[src/rtl/bank_wr_if.sv]
// bank_wr_if: requester handshakes and register-bank write strobes of the bank write-port arbiter
interface bank_wr_if #(parameter int CNT_W = 16);
  logic req_a, ack_a, req_b, ack_b, rw, busy;
  logic [4:0] addr_a, addr_b, wa;
  logic [31:0] data_a, data_b, din;
  logic [CNT_W-1:0] wr_count;
  modport master (output req_a, addr_a, data_a, req_b, addr_b, data_b,
                  input ack_a, ack_b, wa, din, rw, busy, wr_count);
  modport slave (input req_a, addr_a, data_a, req_b, addr_b, data_b,
                 output ack_a, ack_b, wa, din, rw, busy, wr_count);
endinterface

[src/rtl/bank_wr_arbiter.sv]
// bank_wr_arbiter: clears upper bank registers after reset, then round-robins the single write port between A and B
module bank_wr_arbiter #(
  parameter int CLR_FIRST = 25,
  parameter int CLR_LAST = 31,
  parameter int CNT_W = 16
) (
  input logic clk,
  input logic rst,
  bank_wr_if.slave bus
);
  typedef enum logic {CLEAR, RUN} state_t;
  localparam logic [4:0] FIRST = 5'(CLR_FIRST);
  localparam logic [4:0] LAST = 5'(CLR_LAST);
  state_t state, state_nx;
  logic [4:0] ptr;
  logic last_b, gnt_a, gnt_b;
  always_comb begin
    state_nx = state;
    gnt_a = 1'b0;
    gnt_b = 1'b0;
    if (state == CLEAR) state_nx = (ptr == LAST) ? RUN : CLEAR;
    else begin
      gnt_a = bus.req_a && (!bus.req_b || last_b);
      gnt_b = bus.req_b && (!bus.req_a || !last_b);
    end
  end
  assign bus.ack_a = gnt_a;
  assign bus.ack_b = gnt_b;
  assign bus.busy = (state == CLEAR);
  always_ff @(posedge clk or posedge rst)
    if (rst) state <= CLEAR;
    else state <= state_nx;
  // wa/din hold their last value on idle RUN cycles; only rw drops
  always_ff @(posedge clk or posedge rst)
    if (rst) begin
      ptr <= FIRST;
      last_b <= 1'b1;
      bus.rw <= 1'b0;
      bus.wa <= '0;
      bus.din <= '0;
      bus.wr_count <= '0;
    end else if (state == CLEAR) begin
      ptr <= ptr + 5'd1;
      bus.rw <= 1'b1;
      bus.wa <= ptr;
      bus.din <= '0;
    end else begin
      bus.rw <= gnt_a | gnt_b;
      if (gnt_a | gnt_b) begin
        bus.wa <= gnt_a ? bus.addr_a : bus.addr_b;
        bus.din <= gnt_a ? bus.data_a : bus.data_b;
        last_b <= gnt_b;
        bus.wr_count <= bus.wr_count + CNT_W'(1);
      end
    end
endmodule

[src/flat_wrapper.sv]
// flat-port wrapper written by rule: the top's interface ports become plain ports
module bank_wr_arbiter_flat 
#(
  parameter int CLR_FIRST = 25,
  parameter int CLR_LAST = 31,
  parameter int CNT_W = 16
)
  (clk, rst, bus_req_a, bus_addr_a, bus_data_a, bus_req_b, bus_addr_b, bus_data_b, bus_ack_a, bus_ack_b, bus_wa, bus_din, bus_rw, bus_busy, bus_wr_count);
  bank_wr_if #(.CNT_W(CNT_W)) bus_i ();
  input logic clk;
  input logic rst;
  input wire logic [$bits(bus_i.req_a)-1:0] bus_req_a;
  input wire logic [$bits(bus_i.addr_a)-1:0] bus_addr_a;
  input wire logic [$bits(bus_i.data_a)-1:0] bus_data_a;
  input wire logic [$bits(bus_i.req_b)-1:0] bus_req_b;
  input wire logic [$bits(bus_i.addr_b)-1:0] bus_addr_b;
  input wire logic [$bits(bus_i.data_b)-1:0] bus_data_b;
  output wire logic [$bits(bus_i.ack_a)-1:0] bus_ack_a;
  output wire logic [$bits(bus_i.ack_b)-1:0] bus_ack_b;
  output wire logic [$bits(bus_i.wa)-1:0] bus_wa;
  output wire logic [$bits(bus_i.din)-1:0] bus_din;
  output wire logic [$bits(bus_i.rw)-1:0] bus_rw;
  output wire logic [$bits(bus_i.busy)-1:0] bus_busy;
  output wire logic [$bits(bus_i.wr_count)-1:0] bus_wr_count;
  assign bus_i.req_a = bus_req_a;
  assign bus_i.addr_a = bus_addr_a;
  assign bus_i.data_a = bus_data_a;
  assign bus_i.req_b = bus_req_b;
  assign bus_i.addr_b = bus_addr_b;
  assign bus_i.data_b = bus_data_b;
  assign bus_ack_a = bus_i.ack_a;
  assign bus_ack_b = bus_i.ack_b;
  assign bus_wa = bus_i.wa;
  assign bus_din = bus_i.din;
  assign bus_rw = bus_i.rw;
  assign bus_busy = bus_i.busy;
  assign bus_wr_count = bus_i.wr_count;
  bank_wr_arbiter #(.CLR_FIRST(CLR_FIRST), .CLR_LAST(CLR_LAST), .CNT_W(CNT_W)) u_core (.clk(clk), .rst(rst), .bus(bus_i));
endmodule
[config.mk]
export PLATFORM = sky130hd
export DESIGN_NAME = bank_wr_arbiter_flat
export DESIGN_NICKNAME = d
export VERILOG_FILES = /design/src/rtl/bank_wr_if.sv /design/src/rtl/bank_wr_arbiter.sv /design/src/flat_wrapper.sv
export SDC_FILE = /design/constraint.sdc
export NUM_CORES = 1
export LEC_CHECK = 0
export ABC_AREA = 1
export CAP_MARGIN = 10
export CORE_ASPECT_RATIO = 0.8
export CORE_MARGIN = 3
export CORE_UTILIZATION = 46
export CTS_CLUSTER_DIAMETER = 150
export DETAILED_ROUTE_END_ITERATION = 10
export PLACE_DENSITY = 0.86
export SLEW_MARGIN = 20
export SYNTH_ARGS = -nofsm -noshare
export SYNTH_HDL_FRONTEND = slang
export SYNTH_SLANG_ARGS = --single-unit
[constraint.sdc]
create_clock -name clk -period 4.2 [get_ports clk]
set_clock_uncertainty 0.05 [all_clocks]
set_input_delay 0.84 -clock clk [delete_from_list [all_inputs] [get_ports clk]]
set_output_delay 0.84 -clock clk [all_outputs]
set_load 0.01 [all_outputs]
run_1/port_nets.png
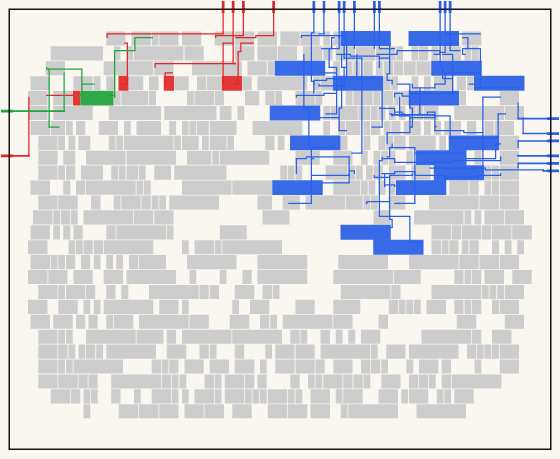
| colour | port | bits | direction | edge | end cells | buffers | wire |
|---|---|---|---|---|---|---|---|
| green | bus_ack_a | 1 | output | left | 1 | 1 | 62.5 microns |
| blue | bus_wr_count | 16 | output | 10 top, 6 right | 16 | 16 | 687 microns |
| red | bus_addr_a | 5 | input | 4 top, 1 left | 5 | 5 | 125 microns |
# IOs: 135
Port Buffers: 134

run_1/drive_strength.png
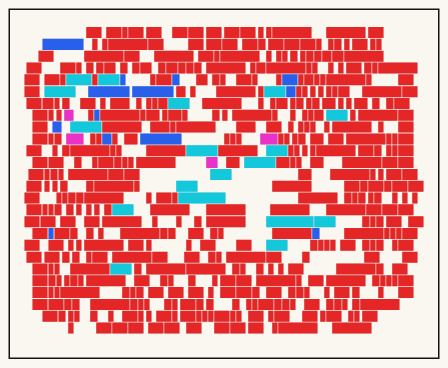
| colour | size | cells |
|---|---|---|
| blue | drive 2 | 13 |
| magenta | drive 3 to 4 | 4 |
| red | drive 1 or less | 483 |
| cyan | drive 6 and up | 18 |
bufs w/o clock: 135
final instance area: 0.00469 sq mm
final setup margin: 824 ps

==> impl_metrics.toml, run 1 <==
# flow metrics
[run_status]
status = "finished clean"

[yosys]
aoi_share = 0.134
ys_seq_frac = 0.486
yosysChipArea_sq_mm = 0.00315
mux_share = 0
avgSynthCellArea_sq_um = 8.24
xor_share = 0.0278
yosys.area_share.simple = 0.227
synthDominantCellAreaShare = 0.453
yosysTopAreaCell = "dfrtp_1"
ys_cells = 382
synth.logic.top_family = "simple AND/OR/NAND/NOR gates"

[clock_network]
clock_latency_ps = 340
h-tree-depth = 3
postCtsHoldBufs = 0
clock-sinks = 61
cts_buffers = 9
cts_resized = 0
cts_tree = "done"

[timing]
period_used_share = 0.804
timing.fmax_ghz = 0.296
rsz0062_at_grt = "no"
relSlewSlack = 0.491

[setup_path]
cp-start-kind = "input pin"
cp-end-kind = "output pin"
critPathMaxFanout = 70

[detailed_routing]
wl_met1_microns = 3500
wl_met3_microns = 624
vias_per_cell = 4.76
dr.pass1.iters = 4
first_iter_violations = 98
met2_length_microns = 3650

[global_route]
antenna_found_initial = 0
grt_max_degree = 71

[pwr]
internal_power_w = 0.00128
comb_power_share = 0.258

[placed_design]
placed_cell_area_sq_mm = 0.00447
hpwl_microns = 5790

[cells_and_area]
area_growth_pct = 49.1
drive_gt1_frac = 0.0676
nets = 594

[hold_path]
holdCritPathClass = "register to register"

[run]
warnings = 26
maxCapViolCount = 0

[floorplanning]
die_w_microns = 98.5
fp.dieH_microns = 80.0
run_1/wire_density.png
Scale bar: 20 microns. 20 x 16 tiles, from dark purple (low) to yellow (high), scaled to the fullest tile. Values are wire area over tile area, all layers added.
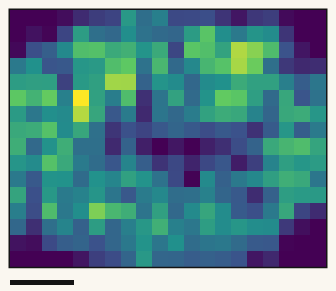
tiles over half the peak: 33%
nearly empty tiles: 7.5%
mean over tiles: 0.16
fullest tile: 0.42
WL/cell: 13.1 microns
Vias: 2866
Tot GR Track Use: 0.207
Routed Wire Length: 7880 microns

run_1/final_congestion.png
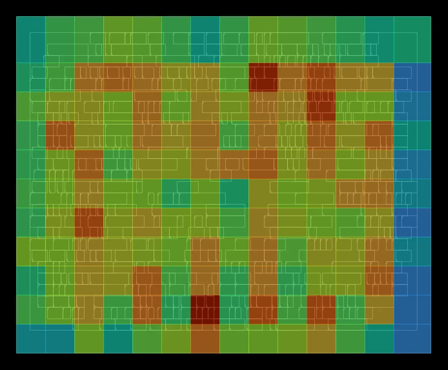
met3 global-route usage: 0.0760
most utilized layer in the global route result: met2
M2 GR Usage: 0.326

-- run 1: registers in the layout, summed over array words and instances (netlist names) --
name and cells:
u_core.bus.wa 5, u_core.state 1, u_core.bus.wr_count 16, u_core.ptr 5
u_core.bus.din 32, u_core.last_b 1, u_core.bus.rw 1
-- run 1: metrics by stage --
| stage | util | total power [W] | hold WS (ps) | setup WS [ps] | std cells |
|---|---|---|---|---|---|
| finish | 0.722 | 0.00176 | 438 | 824 | 602 |
| global route | 0.722 | 0.00186 | 461 | 725 | 602 |
| CTS | 0.722 | 0.00179 | 442 | 795 | 602 |
| detailed placement | 0.687 | 0.00119 | 419 | 801 | 586 |
| global placement | 0.687 | 0.00118 | 414 | 856 | 586 |
| floorplan | - | 0.000941 | 406 | 1800 | 382 |
-- run 1: per-layer routing --
metal / track usage / vias to the layer above
li1: - / 1460
met1: 0.262 / 1303
met2: 0.326 / 91
met3: 0.0760 / 12
met4: 0.0778 / 0
met5: 0 / -
-- run 1: synthesized netlist by cell type --
cell	n
inv_1	52
a21boi_0	4
nor2_8	2
or2_2	1
nand2_8	2
a21oi_1	1
inv_4	1
nand4_1	5
buf_4	4
clkinv_8	1
nand3_2	1
dfrtp_1	57
buf_6	6
and3_1	1
dfstp_2	4
o21ai_0	6
nand2_2	1
nor3_1	2
nand2_4	2
nor2_1	12
nor2_2	1
clkbuf_2	2
xnor2_1	3
o21ai_1	68
o21bai_1	2
ha_1	3
nand3_1	7
nand3b_1	2
buf_2	2
xor2_1	7
buf_8	1
inv_2	2
nand2_1	117
-- run 1: path summary, 6_finish.rpt --
check	from	cells after the start	to	slack (ps)
max in group asynchronous	rst	3	u_core.ptr[3]	2340
min in group asynchronous	rst	2	u_core.bus.din[25]	910
setup reg to reg	u_core.state	8	u_core.bus.wa[0]	2320
hold / removal	u_core.bus.din[17]	2	u_core.bus.din[17]	440
setup / recovery	bus_req_a	6	bus_ack_a	820
hold reg to reg	u_core.bus.din[17]	2	u_core.bus.din[17]	440
-- run 1: critical path: stages --
cell and delay (ps):
clkdlybuf4s50_1 530, nand2_4 100, inv_4 100, nand2_8 230, clkinv_8 130, clkdlybuf4s50_1 550
-- run 1: power groups by stage --
stage | logic [W] | clock network, W | registers, W
floorplan | 0.000184 | 0 | 0.000757
global placement | 0.000452 | 0 | 0.000729
detailed placement | 0.000460 | 0 | 0.000733
CTS | 0.000462 | 0.000600 | 0.000723
global route | 0.000496 | 0.000629 | 0.000735
finish | 0.000455 | 0.000584 | 0.000722
-- run 1: area by class of cell --
class	count	area, sq um
fillers	499	1810
flip-flops and latches	61	1530
repair buffers	135	1350
multi-input cells	250	1260
inverters	56	225
clock buffers	12	155
well taps	84	105
clock inverters	4	70.1
-- run 1: cells in the final DEF (no fill, tap or decap), drive strengths merged --
master	n
clkbuf	12
clkdlybuf4s50	134
nand3b	2
and3	1
nor2	15
xor2	7
a21boi	4
o21bai	2
nand4	5
nand3	8
nor3	2
a21oi	1
dfrtp	57
dfstp	4
or2	1
buf	1
inv	55
clkinv	3
xnor2	3
nand2	122
bufinv	2
ha	3
o21ai	74
==> run 1 -> run 2 <==
--- a/config.mk
+++ b/config.mk
@@ -9,10 +9,10 @@
 export CAP_MARGIN = 10
 export CORE_ASPECT_RATIO = 0.8
 export CORE_MARGIN = 3
-export CORE_UTILIZATION = 46
+export CORE_UTILIZATION = 43
 export CTS_CLUSTER_DIAMETER = 150
 export DETAILED_ROUTE_END_ITERATION = 10
-export PLACE_DENSITY = 0.86
+export PLACE_DENSITY = 0.81
 export SLEW_MARGIN = 20
 export SYNTH_ARGS = -nofsm -noshare
 export SYNTH_HDL_FRONTEND = slang
==> constraint.sdc (replaced) <==
create_clock -name clk -period 3.27 [get_ports clk]
set_clock_uncertainty 0.05 [all_clocks]
set_input_delay 0.654 -clock clk [delete_from_list [all_inputs] [get_ports clk]]
set_output_delay 0.654 -clock clk [all_outputs]
set_load 0.01 [all_outputs]
run_2/port_nets.png
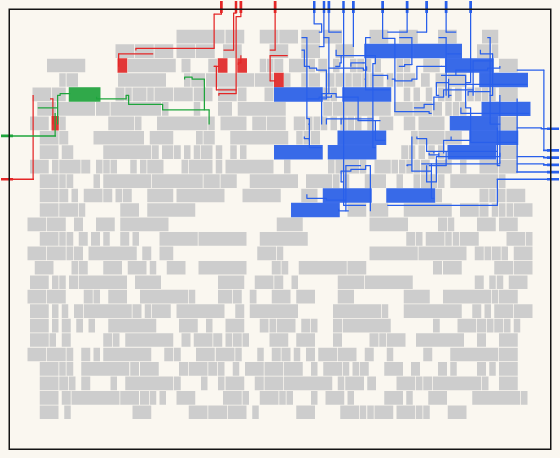
| colour | port | bits | direction | edge | end cells | buffers | wire |
|---|---|---|---|---|---|---|---|
| green | bus_ack_a | 1 | output | left | 1 | 1 | 61.8 microns |
| blue | bus_wr_count | 16 | output | 10 top, 6 right | 16 | 16 | 703 microns |
| red | bus_addr_a | 5 | input | 4 top, 1 left | 5 | 5 | 116 microns |

run_2/cell_classes.png
Scale bar: 20 microns.
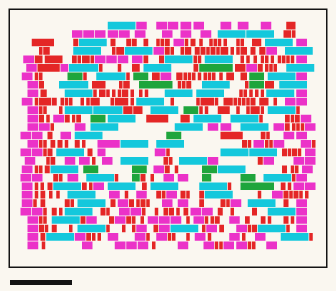
| colour | class | cells |
|---|---|---|
| red | all other logic | 306 |
| cyan | flops | 61 |
| magenta | other buffers and delay cells | 137 |
| green | clock drivers and dummy loads | 16 |
final instance area: 0.00476 sq mm
flop share of the area: 0.322
fin util: 0.680

==> impl_metrics.toml, run 2 <==
# flow metrics
[clock_network]
cts_tree = "done"
postCtsHoldBufs = 0
clock-sinks = 61
cts_buffers = 9

[placed_design]
hpwl_microns = 6110
dp_slack_ps = 535
port-buffer-count = 134

[run_status]
status = "finished clean"

[yosys]
common_cells = "117 x nand2_1, 68 x o21ai_1, 57 x dfrtp_1"
ys_seq_frac = 0.486
synthDominantCellAreaShare = 0.453

[detailed_routing]
vias = 2902
wire_per_inst_microns = 13.3

[timing]
timing.fmax_ghz = 0.366

[setup_path]
cp-end-kind = "output pin"
cp-start-kind = "input pin"
cp_top_family = "buffers and inverters"

[floorplanning]
fp.dieH_microns = 82.5
die_w_microns = 102

[cells_and_area]
top_register = "u_core.bus.din"
biggestRegsByFlops = "u_core.bus.din (32), u_core.bus.wr_count (16)"

[global_route]
grt.total_usage = 0.198

[pwr]
comb_power_share = 0.253
internal_power_w = 0.00173
run_2/drive_strength.png
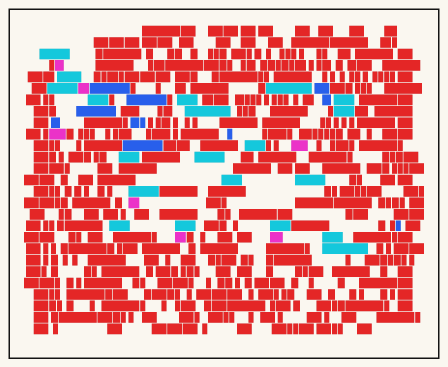
| colour | size | cells |
|---|---|---|
| red | drive 1 or less | 482 |
| magenta | drive 3 to 4 | 7 |
| cyan | drive 6 and up | 20 |
| blue | drive 2 | 11 |
final setup margin: 539 ps
area delta synth->final: 51.2%
bufs w/o clock: 137

run 2: tightest hold or removal path: cells and delay by family (launching register included):
kind	cells	cell delay, ps
AOI/OAI and AO/OA	1	60
DFF	1	340
and+or+nand+nor	1	50
run 2: worst paths after layout:
check / start / to / depth (start not counted)
min reg2reg: u_core.bus.din[24] / u_core.bus.din[24] / 2
min: u_core.bus.din[24] / u_core.bus.din[24] / 2
max reg2reg: u_core.state / u_core.bus.din[12] / 7
min in group asynchronous: rst / u_core.bus.din[21] / 2
max: bus_req_a / bus_ack_a / 6
max in group asynchronous: rst / u_core.ptr[4] / 3
run 2: final cells by class:
class	count	share of cell area
clock inverters	5	0.0224
inverters	56	0.0473
repair buffers	137	0.289
multi-input cells	250	0.265
flip-flops and latches	61	0.322
well taps	87	0.0229
clock buffers	11	0.0318
run 2: stage by stage:
| step | total power, W | util |
|---|---|---|
| finish | 0.00236 | 0.680 |
| global route | 0.00249 | 0.680 |
| CTS | 0.00239 | 0.680 |
| detailed placement | 0.00155 | 0.644 |
| global placement | 0.00152 | 0.644 |
| floorplan | 0.00121 | - |
run 2: power groups by stage:
stage	clock network (W)	registers, W	logic [W]
after detailed placement	0	0.000939	0.000606
after global routing	0.000897	0.000939	0.000655
after CTS	0.000858	0.000926	0.000609
after global placement	0	0.000932	0.000590
after floorplan	0	0.000972	0.000236
final	0.000840	0.000926	0.000598
run 2: logic make-up (layout without fill, tap and decap cells):
family                   after synthesis  in the layout  share of synthesized area
AND-OR/OR-AND                         81             81                      0.134
XOR/XNOR                              10             10                     0.0278
adder cells (fa/ha/maj)                3              3                     0.0119
buffers and inverters                 71            209                      0.114
flip-flops                            61             61                      0.486
AND/OR/NAND/NOR                      156            156                      0.227
run 2: metal layers:
metal | global-route usage | up-vias | wire, microns
met5 | 0 | - | 0
met4 | 0.0571 | 0 | 78
met3 | 0.0663 | 9 | 593
met2 | 0.347 | 89 | 4050
met1 | 0.234 | 1337 | 3360
li1 | - | 1467 | -
No activity file was given, so power comes from the tool's default toggle rates.
